File: config.mk
export PLATFORM = sky130hd
export DESIGN_NAME = even_parity_uart_tx
export DESIGN_NICKNAME = d
export VERILOG_FILES = /design/src/rtl/even_parity_uart_tx.sv
export SDC_FILE = /design/constraint.sdc
export NUM_CORES = 1
export LEC_CHECK = 0
export CORE_MARGIN = 4
export CORE_UTILIZATION = 55
export CTS_CLUSTER_SIZE = 28
export DETAILED_ROUTE_END_ITERATION = 16
export MAX_ROUTING_LAYER = met4
export PLACE_DENSITY_LB_ADDON = 0.12
export RECOVER_POWER = 100
export SLEW_MARGIN = 10
export SYNTH_ARGS = -nofsm -noshare
export SYNTH_HDL_FRONTEND = slang
export SYNTH_SLANG_ARGS = --single-unit
File: constraint.sdc
create_clock -name clk -period 3.2 [get_ports clk]
set_input_delay 0.8 -clock clk [delete_from_list [all_inputs] [get_ports clk]]
set_output_delay 0.8 -clock clk [all_outputs]
set_load 0.02 [all_outputs]
File: src/rtl/even_parity_uart_tx.sv
// -----------------------------------------------------------------------------
// even_parity_uart_tx
//
// Serial transmitter for parallel words. Each frame is a start bit, the data
// bits LSB first, an even parity bit and a stop bit, every bit held for
// CLKS_PER_BIT clocks. The frame format matches what the even-parity receiver
// on the other side checks.
//
// Build option:
//   EVEN_PARITY_UART_TX_PARITY_EN  defined   -> start, data, parity, stop
//                                  undefined -> start, data, stop (8N1)
//
// Parameters:
//   DATA_WIDTH    data bits per frame
//   CLKS_PER_BIT  clocks per serial bit (>= 2; 434 = 115200 baud at 50 MHz)
//
// Ports:
//   clk     system clock, rising edge
//   reset   asynchronous active-high reset; abandons any frame in flight
//   iData   word to send, sampled only on the edge that accepts iStart
//   iStart  send request, honoured only while idle (never queued)
//   oTx     serial line, idles high
//   oBusy   high from the start bit through the stop bit
//   oDone   single-cycle pulse in the first idle cycle after the stop bit
// -----------------------------------------------------------------------------
module even_parity_uart_tx #(
    parameter int DATA_WIDTH   = 8,
    parameter int CLKS_PER_BIT = 434
) (
    input  logic                  clk,
    input  logic                  reset,
    input  logic [DATA_WIDTH-1:0] iData,
    input  logic                  iStart,
    output logic                  oTx,
    output logic                  oBusy,
    output logic                  oDone
);

    localparam int CNT_W = (CLKS_PER_BIT > 1) ? $clog2(CLKS_PER_BIT) : 1;
    localparam int IDX_W = (DATA_WIDTH > 1) ? $clog2(DATA_WIDTH) : 1;
    localparam logic [CNT_W-1:0] LAST_CNT = CNT_W'(CLKS_PER_BIT - 1);
    localparam logic [IDX_W-1:0] LAST_IDX = IDX_W'(DATA_WIDTH - 1);

    typedef enum logic [2:0] {
        IDLE,
        START,
        DATA,
`ifdef EVEN_PARITY_UART_TX_PARITY_EN
        PARITY,
`endif
        STOP
    } TxState;

    TxState                state;
    TxState                stateNext;
    logic [CNT_W-1:0]      baudCnt;
    logic [CNT_W-1:0]      baudCntNext;
    logic [IDX_W-1:0]      bitIdx;
    logic [IDX_W-1:0]      bitIdxNext;
    logic [DATA_WIDTH-1:0] shiftReg;
    logic [DATA_WIDTH-1:0] shiftRegNext;
`ifdef EVEN_PARITY_UART_TX_PARITY_EN
    logic                  parityBit;
    logic                  parityBitNext;
`endif
    logic                  txNext;
    logic                  busyNext;
    logic                  doneNext;
    logic                  bitEnd;

    assign bitEnd = (baudCnt == LAST_CNT);

    // Next-state logic. The outputs are computed from the *next* state and
    // the *next* shift register so they can be registered alongside the
    // state and line up with it exactly, keeping oTx/oBusy/oDone glitch-free.
    always_comb begin
        stateNext     = state;
        baudCntNext   = baudCnt;
        bitIdxNext    = bitIdx;
        shiftRegNext  = shiftReg;
`ifdef EVEN_PARITY_UART_TX_PARITY_EN
        parityBitNext = parityBit;
`endif
        doneNext      = 1'b0;

        case (state)
            IDLE: begin
                if (iStart) begin
                    stateNext     = START;
                    baudCntNext   = '0;
                    bitIdxNext    = '0;
                    shiftRegNext  = iData;
`ifdef EVEN_PARITY_UART_TX_PARITY_EN
                    parityBitNext = ^iData;
`endif
                end
            end
            START: begin
                if (bitEnd) begin
                    stateNext   = DATA;
                    baudCntNext = '0;
                end else begin
                    baudCntNext = baudCnt + CNT_W'(1);
                end
            end
            DATA: begin
                if (bitEnd) begin
                    baudCntNext  = '0;
                    shiftRegNext = {1'b0, shiftReg[DATA_WIDTH-1:1]};
                    if (bitIdx == LAST_IDX) begin
                        bitIdxNext = '0;
`ifdef EVEN_PARITY_UART_TX_PARITY_EN
                        stateNext  = PARITY;
`else
                        stateNext  = STOP;
`endif
                    end else begin
                        bitIdxNext = bitIdx + IDX_W'(1);
                    end
                end else begin
                    baudCntNext = baudCnt + CNT_W'(1);
                end
            end
`ifdef EVEN_PARITY_UART_TX_PARITY_EN
            PARITY: begin
                if (bitEnd) begin
                    stateNext   = STOP;
                    baudCntNext = '0;
                end else begin
                    baudCntNext = baudCnt + CNT_W'(1);
                end
            end
`endif
            STOP: begin
                if (bitEnd) begin
                    stateNext   = IDLE;
                    baudCntNext = '0;
                    doneNext    = 1'b1;
                end else begin
                    baudCntNext = baudCnt + CNT_W'(1);
                end
            end
            default: begin
                stateNext = IDLE;
            end
        endcase

        case (stateNext)
            START:   txNext = 1'b0;
            DATA:    txNext = shiftRegNext[0];
`ifdef EVEN_PARITY_UART_TX_PARITY_EN
            PARITY:  txNext = parityBitNext;
`endif
            default: txNext = 1'b1;
        endcase

        busyNext = (stateNext != IDLE);
    end

    // State, datapath and output registers. Reset drops everything back to an
    // idle, high line so a half-sent frame is simply abandoned.
    always_ff @(posedge clk or posedge reset) begin
        if (reset) begin
            state     <= IDLE;
            baudCnt   <= '0;
            bitIdx    <= '0;
            shiftReg  <= '0;
`ifdef EVEN_PARITY_UART_TX_PARITY_EN
            parityBit <= 1'b0;
`endif
            oTx       <= 1'b1;
            oBusy     <= 1'b0;
            oDone     <= 1'b0;
        end else begin
            state     <= stateNext;
            baudCnt   <= baudCntNext;
            bitIdx    <= bitIdxNext;
            shiftReg  <= shiftRegNext;
`ifdef EVEN_PARITY_UART_TX_PARITY_EN
            parityBit <= parityBitNext;
`endif
            oTx       <= txNext;
            oBusy     <= busyNext;
            oDone     <= doneNext;
        end
    end

endmodule

==> images/power_grid.png <==
Bar = 20 um. Pins as bars on the die edge.
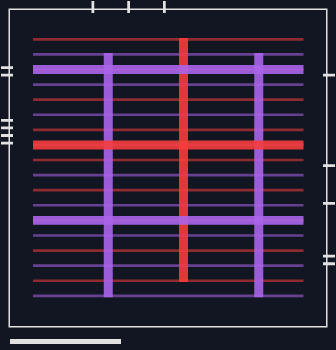
Key: red = VDD; purple = VSS
The core has 17 rows. 3 straps on met5. 3 straps on met4. 18 met1 rails follow the rows.
die height: 56.97 um
VDD IR max: 0.2753 mV
CORE AREA: 2255 um2
Die Span X: 56.97 um

==> images/wires.png <==
Bar = 20 um. Only two layers are drawn.
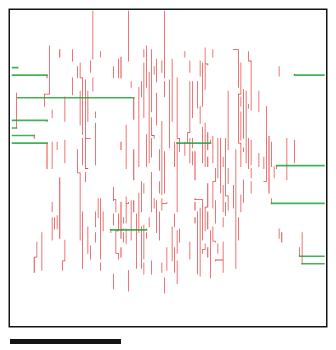
Key: red = metal 2 [wire length 1000 um]; green = metal 3 [wire length 89.0 um]
GRT Overall Usage: 0.1476
vias: 911

==> images/placement_by_type.png <==
Fill, decap, tap and diode cells in gray.
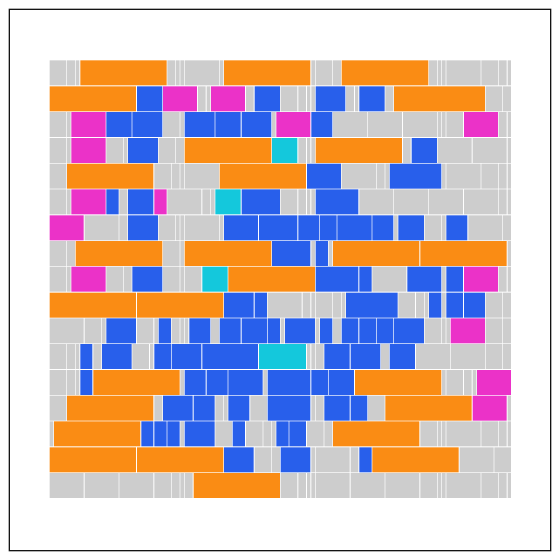
Key: cyan = clock drivers and dummy loads [cells 4]; orange = flops [cells 26]; blue = combinational and other logic [cells 83]; magenta = other buffers and delay cells [cells 14]
Seq/total area: 0.4430
end-of-flow core utilization: 0.6526
FP Rows: 17
fin area: 1471 um2

==> images/clk_routes.png <==
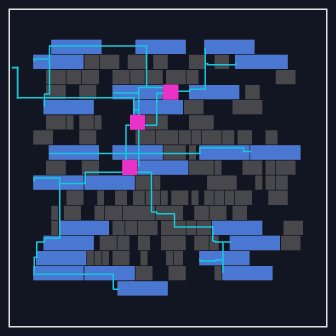
Key: blue = flip-flops [count 26]; cyan = clock wires [length 276 um]; magenta = clock drivers [count 3]
There are 4 routed clock nets.
power in the clock group: 0.000161 W
Clock power frac: 0.248
Clock Latency Late Sink: 0.31 ns
Max Clock Skew: 0.005680 ns

==> Slide: Implementation Results <==
Flow Results at a Glance

Status
  • Outcome: finished clean

Global route
  • Total grt overflow: 0
  • Pin count of the biggest net entering global routing: 27

Power and ir drop
  • Internal power: 0.0004831 W
  • Cell Pwr Density: 440.6 nW/um2
  • Sw Pwr: 0.0001652 W

Finish
  • Filler cells: 191
  • Flip-flop count of the largest register after layout: 9
  • Layout cells sized above 1: 0.1102
  • Top cell excl fill/tap: dfrtp_1

Setup path
  • Worst Setup SP: iStart
  • Crit end category: flop

Clock network
  • H-tree levels: 1

STA
  • Worst slew pin tran: 1.350 ns

Logic synthesis
  • Syn Area/Cell: 11.67 um2
  • Top-area cell share: 0.4744
  • Yosys warns: 0
  • Cell Type Count: 39
  • Yosys synthesis chip area: 1319 um2

Worst hold path
  • Hold path start: shiftReg[6]

Route
  • Via density: 5.877
Power is estimated from default activity; no workload was simulated.
